--- src/rtl/rll_keyed_pipe.sv ---
// Keyed XOR/XNOR data pipeline with a serially loaded key register.
// Define RLL_KEY_PARITY_EN to require a trailing even-parity bit on each key load.
module rll_keyed_pipe #(
   parameter int unsigned      KEY_W    = 32,
   parameter int unsigned      DATA_W   = 32,
   parameter int unsigned      STAGES   = 2,
   parameter logic [KEY_W-1:0] INV_MASK = '0
) (
   input  logic              clk,
   input  logic              rst,
   input  logic              key_start,
   input  logic              key_valid,
   input  logic              key_bit,
   output logic              key_loaded,
   output logic              key_error,
   input  logic              in_valid,
   output logic              in_ready,
   input  logic [DATA_W-1:0] in_data,
   output logic              out_valid,
   input  logic              out_ready,
   output logic [DATA_W-1:0] out_data
);

   localparam int unsigned CNT_W = $clog2(KEY_W + 1) + 1;

   logic [KEY_W-1:0] key_q, key_d;
   logic [CNT_W-1:0] cnt_q, cnt_d;
   logic             key_loaded_q, key_loaded_d;
   logic             key_err;
   logic             accept;

`ifdef RLL_KEY_PARITY_EN
   logic key_error_q, key_error_d;
   logic par_q, par_d;
   assign key_err = key_error_q;
`else
   assign key_err = 1'b0;
`endif

   assign key_loaded = key_loaded_q;
   assign key_error  = key_err;

   always_comb begin
      key_d        = key_q;
      cnt_d        = cnt_q;
      key_loaded_d = key_loaded_q;
`ifdef RLL_KEY_PARITY_EN
      key_error_d  = key_error_q;
      par_d        = par_q;
`endif
      // A failed load also locks out further bits until the next key_start.
      accept = key_valid && !key_loaded_q && !key_err && !key_start;
      if (key_start) begin
         cnt_d        = '0;
         key_loaded_d = 1'b0;
`ifdef RLL_KEY_PARITY_EN
         key_error_d  = 1'b0;
         par_d        = 1'b0;
`endif
      end else if (accept) begin
         for (int unsigned i = 0; i < KEY_W; i++) begin
            if (cnt_q == CNT_W'(i)) key_d[i] = key_bit;
         end
         cnt_d = cnt_q + CNT_W'(1);
`ifdef RLL_KEY_PARITY_EN
         if (cnt_q == CNT_W'(KEY_W)) begin
            cnt_d = '0;
            if (par_q ^ key_bit) key_error_d  = 1'b1;
            else                 key_loaded_d = 1'b1;
         end else begin
            par_d = par_q ^ key_bit;
         end
`else
         if (cnt_q == CNT_W'(KEY_W - 1)) begin
            cnt_d        = '0;
            key_loaded_d = 1'b1;
         end
`endif
      end
   end

   always_ff @(posedge clk) begin
      if (rst) begin
         key_q        <= '0;
         cnt_q        <= '0;
         key_loaded_q <= 1'b0;
`ifdef RLL_KEY_PARITY_EN
         key_error_q  <= 1'b0;
         par_q        <= 1'b0;
`endif
      end else begin
         key_q        <= key_d;
         cnt_q        <= cnt_d;
         key_loaded_q <= key_loaded_d;
`ifdef RLL_KEY_PARITY_EN
         key_error_q  <= key_error_d;
         par_q        <= par_d;
`endif
      end
   end

   // Key and inversion mask repeat across the data width.
   logic [DATA_W-1:0] mask_ext;
   always_comb begin
      mask_ext = '0;
      for (int unsigned i = 0; i < DATA_W; i++) begin
         mask_ext[i] = key_q[i % KEY_W] ^ INV_MASK[i % KEY_W];
      end
   end

   logic [STAGES-1:0] vld_q;
   logic [STAGES-1:0] take;
   logic [STAGES-1:0] prev_vld;
   logic [DATA_W-1:0] data_q    [STAGES];
   logic [DATA_W-1:0] prev_data [STAGES];
   logic              in_fire;

   // A stage can accept when it, or any stage downstream of it, has a hole, or the output drains.
   always_comb begin
      logic tail_full;
      tail_full = 1'b1;
      take      = '0;
      for (int s = STAGES - 1; s >= 0; s--) begin
         tail_full = tail_full & vld_q[s];
         take[s]   = out_ready | ~tail_full;
      end
   end

   assign in_ready = key_loaded_q & take[0];
   assign in_fire  = in_valid & in_ready;

   always_comb begin
      prev_vld     = '0;
      prev_vld[0]  = in_fire;
      prev_data[0] = in_data ^ mask_ext;
      for (int s = 1; s < STAGES; s++) begin
         prev_vld[s]  = vld_q[s-1];
         prev_data[s] = data_q[s-1];
      end
   end

   always_ff @(posedge clk) begin
      if (rst) begin
         vld_q <= '0;
         for (int s = 0; s < STAGES; s++) data_q[s] <= '0;
      end else begin
         for (int s = 0; s < STAGES; s++) begin
            if (take[s]) begin
               vld_q[s] <= prev_vld[s];
               if (prev_vld[s]) data_q[s] <= prev_data[s];
            end
         end
      end
   end

   assign out_valid = vld_q[STAGES-1];
   assign out_data  = data_q[STAGES-1];

endmodule
--- config.mk ---
export PLATFORM = sky130hd
export DESIGN_NAME = rll_keyed_pipe
export DESIGN_NICKNAME = d
export VERILOG_FILES = /design/src/rtl/rll_keyed_pipe.sv
export SDC_FILE = /design/constraint.sdc
export NUM_CORES = 1
export LEC_CHECK = 0
export ABC_AREA = 1
export CAP_MARGIN = 30
export CELL_PAD_IN_SITES_DETAIL_PLACEMENT = 0
export CELL_PAD_IN_SITES_GLOBAL_PLACEMENT = 2
export CORE_MARGIN = 3
export CORE_UTILIZATION = 35
export DETAILED_ROUTE_END_ITERATION = 10
export GPL_TIMING_DRIVEN = 0
export PLACE_DENSITY = 0.88
export SLEW_MARGIN = 15
export SYNTH_ARGS = -nofsm -noshare
export SYNTH_HDL_FRONTEND = slang
export SYNTH_SLANG_ARGS = --single-unit
--- constraint.sdc ---
create_clock -name clk -period 2.46 [get_ports clk]
set_input_delay 0.492 -clock clk [delete_from_list [all_inputs] [get_ports clk]]
set_output_delay 0.492 -clock clk [all_outputs]
set_load 0.05 [all_outputs]
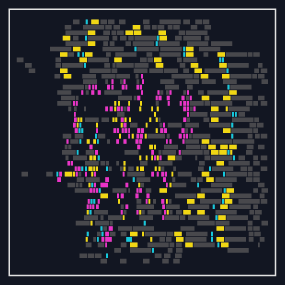
Figure 1: run 1, gate-type map.
Scale: 2 px per um.
legend:
  cyan:
    family: inverters
    cells: 56
    most_used: inv_1
  yellow:
    family: NOR gates
    cells: 125
    most_used: nor2_4
  magenta:
    family: NAND gates
    cells: 130
    most_used: nand2_1
post-route non-filler standard cell count: 855
share of the final layout cell area in multi-input gates: 0.304

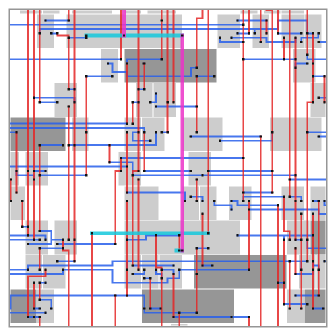
Figure 2: run 1, zoomed window.
Window x 54 to 79, y 27 to 52 um. Cells in gray, sequential cells in the stronger gray; small squares are vias.
legend:
  red:
    layer: met2
  cyan:
    layer: met3
  magenta:
    layer: met4
  blue:
    layer: met1
netlist names of flops here include: `key_q` (4)
sequential cells in the window: 4
cells with their middle in the window: 45
most frequent: nand3_1 (11), nand2_1 (11), nor2_1 (7)

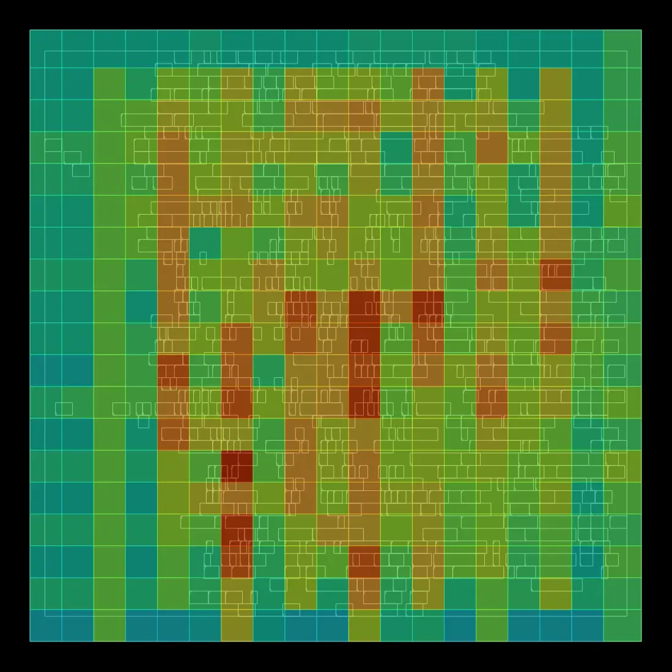
Figure 3: run 1, track usage over the die.
overall fraction of global-route tracks in use: 0.134
Routed WL per cell: 13.1 um
global-route track usage on met2: 0.233
peak-usage layer in the global routing report: met2

==> ds_physical_params.txt, run 1 <==
Physical design parameters

Parameter                              Value

Clocking
  Clock sink total .................. roughly 110
  CTS H-Tree Depth .................. 3
  TritonCTS clock tree .................. built
  Count of buffers added by post-CTS timing repair for setup .................. 0

Critical path
  Type of the worst setup path .................. in -> out
  Worst flop-to-flop path endpoint .................. data_q[0][1]
  Launching point of the worst reg2reg path .................. vld_q[0]
  Timing endpoint of the critical path .................. in_ready
  Reg2reg path depth .................. 3
  Type of element capturing the critical path .................. output port
  Required time reported for the critical path endpoint .................. between 1.5 and 2 ns
  Signal arrival time at the worst endpoint .................. ~1.8 ns

Synth
  Yosys adder share .................. 0.00895
  Number of instances in the synthesized netlist .................. approximately 560
  Floorplan Nets .................. approximately 600
  Yosys simple share .................. 0.277
  Post-Synth XOR/XNOR Area .................. 0.0501

GRT
  M1 GR Usage .................. 0.161
  Grt total ovfl .................. 0

Drt
  First-pass detailed-route iteration total .................. 4

Placement
  PortBufs .................. just over 70
  Routability Congestion .................. 0.874
  Placement Cell Area .................. about 0.0066 mm2

Pwr
  Switching fraction of total power .................. 0.236
  Internal .................. about 2.9 mW
  Pleak .................. between 2 and 2.5 nW

Die
  Vert. Die Dim .................. between 100 and 150 um
  Width of the die .................. 132 um
  FP Rows .................. between 40 and 50
  Tapcell count .................. ~210
  Initial cell density of the core .................. 0.362

Layout
  Share of layout cells above drive strength 1 .................. 0.224
  Register Area .................. approximately 0.0028 mm2
  Non-clock buffers, area share .................. 0.181
  Fraction of area in clock buffers and inverters .................. 0.0433
  Area growth, synth to finish .................. 23.0%
  Biggest Area Class .................. sequential cells

Hold path
  Hold path endpoint .................. key_q[30]

Timing
  Pins over their slew limit .................. 0
  Final worst-path setup slack .................. between 0.2 and 0.25 ns

Status
  Outcome .................. complete, no violations
-- run 1: sequential cells by signal, indices dropped and copies added (netlist names) --
signal,flops
cnt_q,7
vld_q,2
key_q,32
key_loaded,1
data_q,64
-- run 1: metrics by stage --
step	setup TNS, ns	util
after detailed placement	-0.0835	0.426
after global placement	-2.85	0.426
after floorplan	0	-
final	0	0.446
after CTS	0	0.446
after global routing	0	0.446
-- run 1: critical path, cell delays in order --
cell             delay [ns]
clkdlybuf4s50_1        0.45
inv_1                  0.05
nand3_1                0.09
inv_1                  0.07
nor2_1                 0.07
dlygate4sd2_1          0.53
-- run 1: Yosys cell counts, types with 2 or more instances --
cell type / instances / area (um2)
xnor2_1: 32 / 280
nand2_2: 2 / 12.5
inv_1: 54 / 203
buf_4: 34 / 255
nor2_2: 3 / 18.8
buf_2: 6 / 30.0
nand2_1: 69 / 259
a21oi_1: 38 / 190
nand3_1: 56 / 280
nor2_4: 62 / 698
nor3_1: 4 / 20.0
dfxtp_1: 42 / 841
buf_6: 8 / 90.1
buf_12: 7 / 140
clkbuf_1: 3 / 11.3
ha_1: 4 / 50.1
o21ai_0: 3 / 15.0
edfxtp_1: 64 / 1920
nor2_1: 56 / 210
-- run 1: routing by layer --
metal | share of wire | up-vias
li1 | - | 1913
met1 | 0.43 | 1751
met2 | 0.50 | 79
met3 | 0.048 | 15
met4 | 0.019 | 0
met5 | 0 | -
-- run 1: power groups by stage --
stage / Clock (mW) / Combinational, mW / Sequential, mW
floorplan: 0 / 0.226 / 1.96
global placement: 0 / 0.357 / 1.96
detailed placement: 0 / 0.363 / 1.96
CTS: 1.49 / 0.363 / 1.92
global route: 1.57 / 0.383 / 1.93
finish: 1.45 / 0.358 / 1.92
-- run 1: repair_timing --
item	4_1_cts	5_1_grt
resized	1	0
setup endpoints to repair	1	0
hold buffers	0	0
Figure 4. Where the registers sit (run 1).
Scale: 2 px per um. Other sequential cells in the stronger gray, the rest of the logic in the fainter gray.
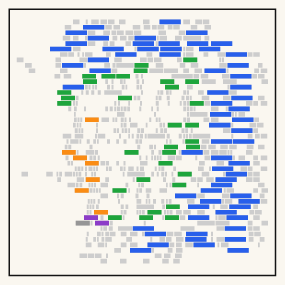

==> inputs of run 2 (changes only) <==
--- a/config.mk
+++ b/config.mk
@@ -13,6 +13,7 @@
 export CORE_UTILIZATION = 35
 export DETAILED_ROUTE_END_ITERATION = 10
 export GPL_TIMING_DRIVEN = 0
+export MAX_ROUTING_LAYER = met4
 export PLACE_DENSITY = 0.88
 export SLEW_MARGIN = 15
 export SYNTH_ARGS = -nofsm -noshare
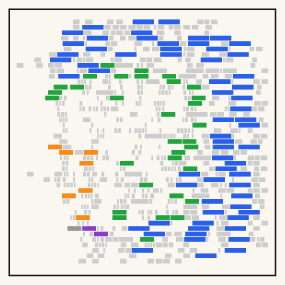
Figure 5: run 2, where the registers sit.
Scale: 2 px per um. Other sequential cells in the stronger gray, the rest of the logic in the fainter gray.
legend:
  green:
    name_in_the_netlist: `key_q`
    placed_flops: 32
  orange:
    name_in_the_netlist: `cnt_q`
    placed_flops: 7
    where: middle left
  purple:
    name_in_the_netlist: `vld_q`
    placed_flops: 2
  blue:
    name_in_the_netlist: `data_q`
    placed_flops: 64
not colored: 1

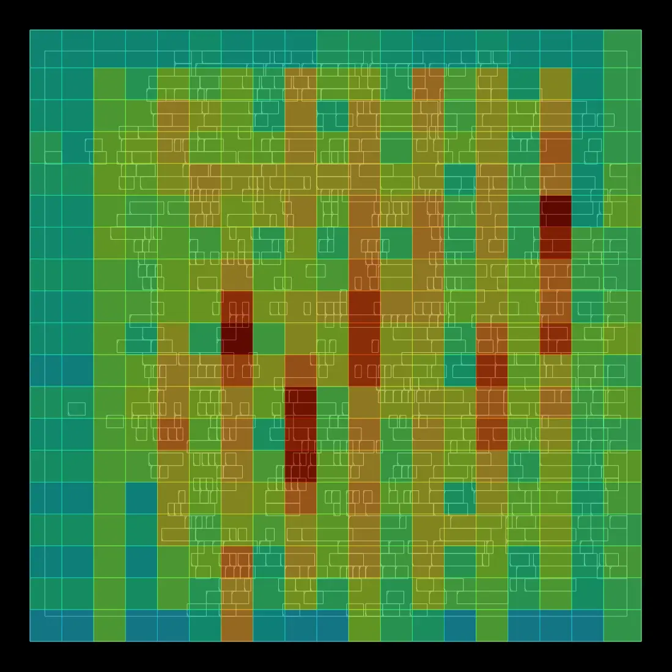
Figure 6: run 2, track usage over the die.
Routed WL per cell: 13.4 um
overall fraction of global-route tracks in use: 0.138
Layout Utilization: 0.445

==> ds_physical_params.txt, run 2 <==
Physical design parameters

Parameter                              Value

Synth
  Area share of the largest cell type after synthesis .................. 0.344 (unchanged)
  Largest area contributor in the netlist .................. edfxtp_1 (unchanged)
  Floorplan Nets .................. 599 (unchanged)
  Register bit total from synthesis .................. 106 (unchanged)
  Biggest area contributors in the synthesized netlist .................. edfxtp_1, dfxtp_1, nor2_4 (unchanged)
  Number of instances in the synthesized netlist .................. 556 (unchanged)
  Count leader, synth .................. nand2_1 (unchanged)

Placement
  Placement Cell Area .................. 0.00658 mm2 (unchanged)
  PortBufs .................. 72 (unchanged)

Critical path
  Reg2reg path depth .................. 3 (unchanged)
  Type of element capturing the critical path .................. output port (unchanged)
  Type of the worst setup path .................. in -> out (unchanged)
  Worst flop-to-flop path endpoint .................. data_q[0][1] (unchanged)
  Signal arrival time at the worst endpoint .................. 1.75 ns (was 1.76 ns)
  Required time reported for the critical path endpoint .................. 1.97 ns (about the same)
  Launching point of the worst reg2reg path .................. vld_q[0] (unchanged)

Layout
  Share of the final layout cell area in multi-input gates .................. 0.304 (about the same)
  Top reg by flops .................. data_q (unchanged)
  Post-route non-filler standard cell count .................. 855 (unchanged)
  Max reg flops .................. 64 (unchanged)
  Registers with the most flip-flops .................. data_q: 64 flops, key_q: 32 flops, cnt_q: 7 flops (unchanged)
  Non-clock buffers, area share .................. 0.181 (about the same)
  Fraction of area in clock buffers and inverters .................. 0.0426 (was 0.0433)
  Register Area .................. 0.00276 mm2 (unchanged)
  Share of layout cells above drive strength 1 .................. 0.224 (unchanged)
  Sequential cell count of the final layout .................. 106 (unchanged)

Pwr
  Pleak .................. 2.43 nW (about the same)
  Internal .................. 2.85 mW (was 2.86 mW)
  Group drawing the most power .................. registers (unchanged)
  Clock Power .................. 1.43 mW (was 1.45 mW)
  Switching fraction of total power .................. 0.231 (was 0.236)
  Power consumed by sequential cells .................. 1.92 mW (about the same)
  Combinational logic power .................. 0.359 mW (was 0.358 mW)

Die
  FP Rows .................. 45 (unchanged)
  Tapcell count .................. 211 (unchanged)
  Width of the die .................. 132 um (unchanged)
  Initial cell density of the core .................. 0.362 (unchanged)
  Vert. Die Dim .................. 132 um (unchanged)

Timing
  Pins over their slew limit .................. 0 (unchanged)
  Final worst-path setup slack .................. 0.217 ns (was 0.211 ns)
  Clock skew .................. 0.0102 ns (was 0.00759 ns)

Clocking
  Clock sink total .................. 106 (unchanged)
  TritonCTS clock tree .................. built (unchanged)
  CTS H-Tree Depth .................. 3 (unchanged)
  Number of buffers inserted for hold repair after clock tree synthesis .................. 0 (unchanged)
  Count of buffers added by post-CTS timing repair for setup .................. 0 (unchanged)

Hold path
  Hold path endpoint .................. key_q[30] (unchanged)

GRT
  Grt total ovfl .................. 0 (unchanged)

Drt
  First-pass detailed-route iteration total .................. 4 (unchanged)

Status
  Outcome .................. complete, no violations (unchanged)
==> run 2: cells by family (layout without fill, tap and decap cells) <==
family / after synthesis / count (layout) / synth area share
AND/OR/NAND/NOR: 258 / 258 / 0.277
other: 1 / 1 / 0.000671
AND-OR/OR-AND: 41 / 41 / 0.0367
adder cells (fa/ha/maj): 4 / 4 / 0.00895
XOR/XNOR: 32 / 32 / 0.0501
buffers and inverters: 114 / 202 / 0.133
flip-flops: 106 / 106 / 0.494
==> run 2: repair_timing <==
item                                   4_1_cts  5_1_grt
endpoints found under the hold margin        0        0
resized                                      1        0
setup endpoints to repair                    1        0
==> run 2: layer usage <==
metal  vias up  GRT usage  wire [um]
met5         -          -          0
li1       1916          -          -
met3         8     0.0240        438
met1      1745      0.163       4900
met4         0     0.0439        146
met2        71      0.241       5930
==> run 2: per-stage QoR <==
| stage | hold WS, ns | setup TNS (ns) |
|---|---|---|
| 2_1_floorplan | 0.449 | 0 |
| 3_3_place_gp | 0.467 | -2.88 |
| 3_5_place_dp | 0.466 | -0.0765 |
| 4_1_cts | 0.384 | 0 |
| 5_1_grt | 0.389 | 0 |
| 6_report | 0.391 | 0 |
==> run 2: how the worst max path moves through the flow <==
stage	endpoint	slack [ns]	cells after the start
2_1_floorplan	in_ready	0.53	2
3_3_place_gp	data_q[0][33]	-0.09	5
3_5_place_dp	in_ready	-0.08	6
4_1_cts	in_ready	0.20	6
5_1_grt	in_ready	0.15	6
6_report	in_ready	0.22	6
==> run 2: critical path: stages <==
cell	delay [ns]
clkdlybuf4s50_1	0.45
inv_1	0.04
nand3_1	0.09
inv_1	0.07
nor2_1	0.07
dlygate4sd2_1	0.53
No activity file was given, so power comes from the tool's default toggle rates.
